**src/rtl/mem_arbit_pkg.sv**
```systemverilog
// Shared types and mode constants for the memory arbiter.
package mem_arbit_pkg;
    typedef enum logic {IDLE = 1'b0, BUSY = 1'b1} state_e;

    localparam int PRIO_FIXED = 0;
    localparam int PRIO_RR    = 1;
endpackage

```
**src/rtl/mem_arbit_rr_pick.sv**
```systemverilog
// Winner search: first eligible port scanning upward from the pointer, with wrap.
module arb_rr_pick #(
    parameter int N  = 2,
    parameter int PW = (N > 1) ? $clog2(N) : 1
) (
    input  logic [N-1:0]  i_elig,
    input  logic [PW-1:0] i_ptr,
    output logic [N-1:0]  o_win,
    output logic          o_valid
);
    import mem_arbit_pkg::*;

    logic [PW-1:0] w_idx;

    always_comb begin
        o_win   = '0;
        o_valid = 1'b0;
        w_idx   = '0;
        for (int k = 0; k < N; k++) begin
            w_idx = PW'((int'(i_ptr) + k) % N);
            if (!o_valid && i_elig[w_idx]) begin
                o_win[w_idx] = 1'b1;
                o_valid      = 1'b1;
            end
        end
    end
endmodule

```
**src/rtl/mem_arbit_rr.sv**
```systemverilog
// Multi-port memory arbiter, round-robin or fixed priority, one transaction at a time.
// Define MEM_ARBIT_LOCK_EN to add the per-port lock input (locked winner is re-granted).
module mem_arbit_rr #(
    parameter int NUM_PORTS = 2,
    parameter int ADDR_W    = 8,
    parameter int DATA_W    = 8,
    parameter int PRIO_RR   = 1
) (
    input  logic                        clk,
    input  logic                        reset,
    input  logic [NUM_PORTS-1:0]        req,
    input  logic [NUM_PORTS-1:0]        rd,
    input  logic [NUM_PORTS-1:0]        wr,
    input  logic [NUM_PORTS*ADDR_W-1:0] addr,
    input  logic [NUM_PORTS*DATA_W-1:0] wdata,
`ifdef MEM_ARBIT_LOCK_EN
    input  logic [NUM_PORTS-1:0]        lock,
`endif
    output logic [NUM_PORTS-1:0]        gnt,
    output logic [NUM_PORTS-1:0]        done,
    output logic [NUM_PORTS-1:0]        stall,
    output logic [DATA_W-1:0]           rdata,
    output logic [ADDR_W-1:0]           mem_addr,
    output logic [DATA_W-1:0]           mem_wdata,
    output logic                        mem_read,
    output logic                        mem_write,
    input  logic                        mem_ready,
    input  logic [DATA_W-1:0]           mem_rdata
);
    import mem_arbit_pkg::*;

    localparam int PW      = (NUM_PORTS > 1) ? $clog2(NUM_PORTS) : 1;
    localparam bit RR_MODE = (PRIO_RR == mem_arbit_pkg::PRIO_RR);

    state_e                r_state;
    logic [NUM_PORTS-1:0]  r_gnt, r_done;
    logic [PW-1:0]         r_win, r_ptr;
    logic                  r_mem_read, r_mem_write;
    logic [ADDR_W-1:0]     r_mem_addr;
    logic [DATA_W-1:0]     r_mem_wdata, r_rdata;

    logic [NUM_PORTS-1:0]  w_elig, w_pick, w_sel_oh;
    logic [PW-1:0]         w_pick_idx, w_sel_idx, w_ptr_nxt, w_ptr_use;
    logic                  w_pick_vld, w_sel_vld, w_complete, w_launch, w_relock;

    assign w_elig     = req & (rd | wr);
    assign w_complete = (r_state == BUSY) && mem_ready;
    assign w_ptr_nxt  = (r_win == PW'(NUM_PORTS - 1)) ? '0 : r_win + PW'(1);
    // At a completion edge the search must already start past the finishing winner.
    assign w_ptr_use  = !RR_MODE ? '0 : (r_state == BUSY) ? w_ptr_nxt : r_ptr;

`ifdef MEM_ARBIT_LOCK_EN
    assign w_relock = (r_state == BUSY) && lock[r_win] && w_elig[r_win];
`else
    assign w_relock = 1'b0;
`endif

    arb_rr_pick #(.N(NUM_PORTS), .PW(PW)) u_pick (
        .i_elig  (w_elig),
        .i_ptr   (w_ptr_use),
        .o_win   (w_pick),
        .o_valid (w_pick_vld)
    );

    always_comb begin
        w_pick_idx = '0;
        for (int i = 0; i < NUM_PORTS; i++)
            if (w_pick[i]) w_pick_idx = PW'(i);
    end

    assign w_sel_oh  = w_relock ? r_gnt : w_pick;
    assign w_sel_idx = w_relock ? r_win : w_pick_idx;
    assign w_sel_vld = w_relock | w_pick_vld;
    assign w_launch  = ((r_state == IDLE) || w_complete) && w_sel_vld;

    always_ff @(posedge clk) begin
        if (reset) begin
            r_state     <= IDLE;
            r_gnt       <= '0;
            r_done      <= '0;
            r_win       <= '0;
            r_ptr       <= '0;
            r_mem_read  <= 1'b0;
            r_mem_write <= 1'b0;
            r_mem_addr  <= '0;
            r_mem_wdata <= '0;
            r_rdata     <= '0;
        end else begin
            r_done <= w_complete ? r_gnt : '0;
            if (w_complete && r_mem_read)
                r_rdata <= mem_rdata;
            if (w_complete && RR_MODE && !w_relock)
                r_ptr <= w_ptr_nxt;
            if (w_launch) begin
                r_state     <= BUSY;
                r_gnt       <= w_sel_oh;
                r_win       <= w_sel_idx;
                r_mem_write <= wr[w_sel_idx];
                r_mem_read  <= rd[w_sel_idx] & ~wr[w_sel_idx];
                r_mem_addr  <= addr[w_sel_idx*ADDR_W +: ADDR_W];
                r_mem_wdata <= wdata[w_sel_idx*DATA_W +: DATA_W];
            end else if (w_complete) begin
                r_state     <= IDLE;
                r_gnt       <= '0;
                r_mem_read  <= 1'b0;
                r_mem_write <= 1'b0;
            end
        end
    end

    assign gnt       = r_gnt;
    assign done      = r_done;
    assign stall     = req & ~r_done;
    assign rdata     = r_rdata;
    assign mem_addr  = r_mem_addr;
    assign mem_wdata = r_mem_wdata;
    assign mem_read  = r_mem_read;
    assign mem_write = r_mem_write;
endmodule

```
**config.mk**
```make
export PLATFORM = sky130hd
export DESIGN_NAME = mem_arbit_rr
export DESIGN_NICKNAME = d
export VERILOG_FILES = /design/src/rtl/mem_arbit_pkg.sv /design/src/rtl/mem_arbit_rr_pick.sv /design/src/rtl/mem_arbit_rr.sv
export SDC_FILE = /design/constraint.sdc
export NUM_CORES = 1
export LEC_CHECK = 0
export CAP_MARGIN = 15
export CORE_MARGIN = 1.5
export CORE_UTILIZATION = 42
export CTS_CLUSTER_DIAMETER = 120
export DETAILED_ROUTE_END_ITERATION = 16
export HOLD_SLACK_MARGIN = 0.15
export PLACE_DENSITY = 0.92
export SLEW_MARGIN = 20
export SYNTH_ARGS = -nofsm -noshare
export SYNTH_HDL_FRONTEND = slang
export SYNTH_HIERARCHICAL = 1
export SYNTH_SLANG_ARGS = --single-unit
```
**constraint.sdc**
```tcl
create_clock -name clk -period 2.95 [get_ports clk]
set_input_delay 0.295 -clock clk [delete_from_list [all_inputs] [get_ports clk]]
set_output_delay 0.295 -clock clk [all_outputs]
set_load 0.05 [all_outputs]
```
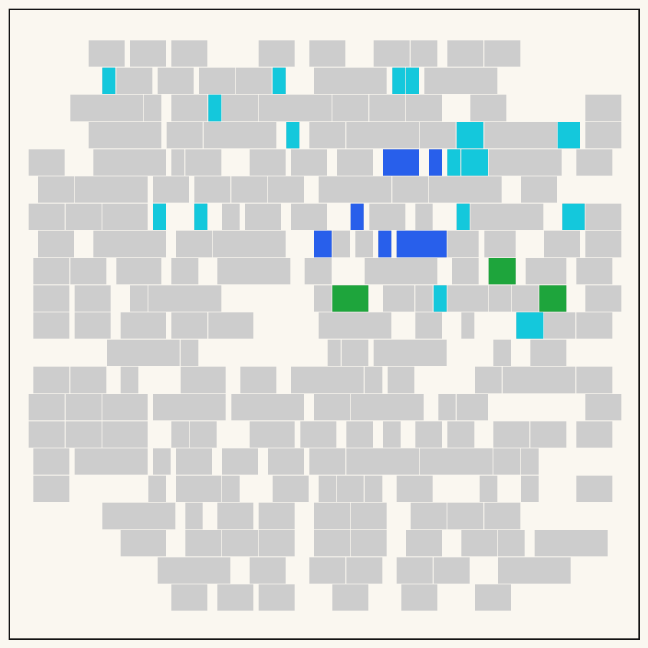
(gate-type map)
Drawn at 10 px/um.
[blue] nand cells | cells: 6
[green] non-inverting ao/oa cells | cells: 3
[cyan] nor cells | cells: 16

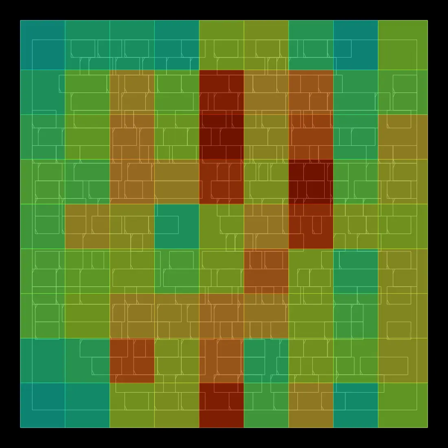
(track usage over the die)
grt met2 use: 0.366
grt met3 use: 0.0685
GRT Util Overall: 0.209
final core area utilization: 0.702

==> changes_impl.md <==
## Flow update

* WS Path Type: reg -> reg
* GP Congestion at 0.813
* Std cell rows at 21
* Switching share of power at 0.341
* Syn Area/Cell at 10.3 um2
* Cells after Synth at 146
* Total CTS buffers at 5
* Relative slew slack at 0.494
* Post-CTS setup buffer count at 0
* Die area at 3950 um2
* Fp_density at 0.444
* Clk buf depth at 2
* Hold crit path type: reg -> reg
* Via count at 1397
* DR vias/cell at 5.15
* DRC violations left at 0
* Post-route insts no fill at 271
* Req. time, crit path at 3.20 ns
* Antenna viol nets, final at 0
* DIE WIDTH at 62.8 um
* Yosys warnings at 6
* Port-buffer cells at 80
* DRT Pass-1 Iters at 4
* Fin. Hold Viols at 0
* Status: finished, final reports clean
* RR Startpoint: r_state$_SDFFE_PP0P_
* Yosys Chip Area at 1500 um2
* Reg2Reg Capture Point: mem_write$_SDFFE_PP0P_
* Sequential fraction of the synthesis area at 0.439
* Max Slew Vio Count at 0
* Worst Setup EP: mem_write$_SDFFE_PP0P_
* Worst-case reg-to-reg path depth at 8
* Mapped Nets at 195
* Placed insts at 263
* Crit-path max FO at 13
* Number of global-route vias before repair at 1436
* HP Start: r_win$_SDFFE_PP0P_
* Fmax at 499 MHz
* Global-route wire length before repair at 6.53 mm
* Period utilization at 0.680
* Setup violations, final at 0
* Final nets at 273
* Synth flops at 33
* Seq pwr share at 0.449
* H-Tree Level Count at 2
* # diodes at 0
* Avg WL per Cell at 14.2 um
* Largest net degree at the start of global routing at 24
* Combinational share of power at 0.328
* CTS tree: built
* Num Clock Sinks at 33
* Tool warnings at 26
* Worst VDD drop at 0.000352 V
* Leak at 0.000928 uW
* RSZ-0062 raised after global routing: false
* Worst hold endpoint: r_ptr$_SDFFE_PP0N_
* Core Box Area at 3390 um2
* Most frequent CP cell: nor2_1
* Die height at 62.8 um
* CTS root buf: clkbuf_4
* Pwr per Cell Area at 464 nW/um2
* Worst-path clk slew at 0.11 ns
* Clock period minus worst slack at 2.00 ns
* Net load switching power at 377 uW
* Worst Tran Pin Value at 0.756 ns
* Detailed Route WL at 3.85 mm
* CP Cell Sequence: nor2_1, a21oi_1, inv_1, a21boi_2, buf_4, mux2_2, a32oi_1, nor2_1
* Worst Hold Path Cells at 1
* Max-cap violations at 0
* Antenna violations before repair at 0
* Worst-Skew Late Latency at 0.35 ns
* Resized Gates After CTS at 0
* Critical Path End Type: flip-flop
* # Cells Yosys at 146
* 1st-iter DRT viols at 51
* Worst setup path startpoint: r_state$_SDFFE_PP0P_
* Mapped Area at 1500 um2
* CP max stage cell: dfxtp_1
* Clock Power Share at 0.224
* Area growth, synth to finish at 58.2%
* Share of layout cells above drive strength 1 at 0.120
* Post-CTS Hold Buffers at 0
* Setup TNS at 0 ns
* Synth cell types at 28
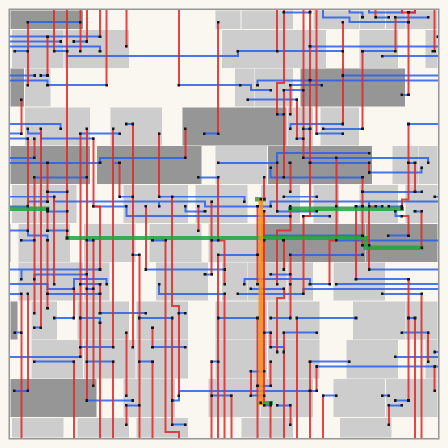
(layout detail)
Window x 16 to 46, y 4 to 34 um. Cells in grey, sequential cells in the stronger grey; small squares are vias.
[orange] M4
[blue] M1
[green] M3
[red] M2
most frequent: clkdlybuf4s50_1 (25), dfxtp_1 (8)
cells with their middle in the window: 64
sequential cells in the window: 8
netlist names of flops here include: mem_addr (3), mem_wdata (3)

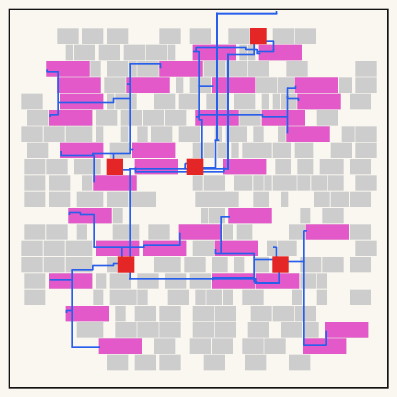
(clock network drawn from the DEF)
Drawn at 6 px/um.
[magenta] flip-flops | count: 33
[blue] clock wires | length: 412 um
[red] clock-net drivers | count: 5
routed clock nets: 6

stage by stage:
stage	area, um2	utilization	power, uW	worst slack [ns]	hold WS (ns)
floorplan	1500	-	727	1.26	0.414
global placement	2330	0.687	862	0.898	0.459
detailed placement	2330	0.687	868	0.849	0.473
CTS	2380	0.702	1110	0.934	0.488
global route	2380	0.702	1160	0.728	0.514
finish	2380	0.702	1100	0.945	0.478
synth_stat cells, drive strengths merged:
cell,number,area (um2)
dfxtp,33,661
nand3,2,15.0
clkbuf,5,18.8
a211oi,16,170
o21a,2,15.0
nand2b,1,13.8
mux2,1,11.3
and3b,1,8.76
nor2,11,41.3
or2,1,6.26
a21boi,2,15.0
a32oi,2,17.5
buf,8,61.3
and2,1,8.76
nor2b,2,12.5
nor3b,3,22.5
nand2,3,11.3
inv,2,7.51
mux2i,25,250
a21oi,22,110
o211ai,1,7.51
a21bo,1,10.0
a311oi,1,8.76
layout make-up:
type | count | area, um2
Clock buffer | 6 | 41.3
Clock inverter | 2 | 10.0
Fill cell | 263 | 1010
Inverter | 2 | 7.51
Multi-Input combinational cell | 98 | 759
Sequential cell | 33 | 661
Tap cell | 46 | 57.6
Timing Repair Buffer | 84 | 843
cell usage in the layout, fill, tap and decap left out, drive strengths merged, types with 2 or more instances in the layout:
| cell type | count |
|---|---|
| a32oi | 2 |
| inv | 2 |
| nor2 | 11 |
| nor2b | 2 |
| nand3 | 2 |
| o21a | 2 |
| mux2i | 25 |
| dfxtp | 33 |
| buf | 4 |
| nand2 | 3 |
| clkbuf | 6 |
| a21boi | 2 |
| nor3b | 3 |
| clkinv | 2 |
| a211oi | 16 |
| clkdlybuf4s50 | 80 |
| a21oi | 22 |
power by group through the flow:
| stage | combinational (uW) | clock [uW] | sequential (uW) |
|---|---|---|---|
| 2_1_floorplan | 130 | 0 | 597 |
| 3_3_place_gp | 357 | 0 | 504 |
| 3_5_place_dp | 363 | 0 | 505 |
| 4_1_cts | 364 | 252 | 496 |
| 5_1_grt | 384 | 279 | 501 |
| 6_report | 362 | 247 | 496 |
worst max-delay path: cells and delay by family (launching register included):
kind	cells	cell delay (ns)
AND-OR/OR-AND	3	0.55
flip-flops	1	0.54
multiplexers	1	0.36
buffers and inverters	2	0.33
AND/OR/NAND/NOR	2	0.13
sequential cells by signal, summed over array words and instances (netlist names):
register   count
done           2
mem_wdata      8
r_win          1
mem_addr       8
r_state        1
rdata          8
r_ptr          1
gnt            2
mem_read       1
mem_write      1
per-layer routing:
layer,vias up,wire length (um),global-route usage,part of all wire
met3,6,217,0.0685,0.056
met4,0,54,0.0972,0.014
met5,-,0,0,0
met2,48,1990,0.366,0.52
li1,687,-,-,-
met1,656,1590,0.228,0.41
logic make-up (layout without fill, tap and decap cells):
| family | after synthesis | after routing | synth area share |
|---|---|---|---|
| muxes | 26 | 26 | 0.174 |
| DFF | 33 | 33 | 0.439 |
| AOI/OAI and AO/OA | 47 | 47 | 0.235 |
| buffers and inverters | 15 | 94 | 0.0582 |
| and+or+nand+nor | 25 | 25 | 0.0932 |
Power is estimated from default activity; no workload was simulated.
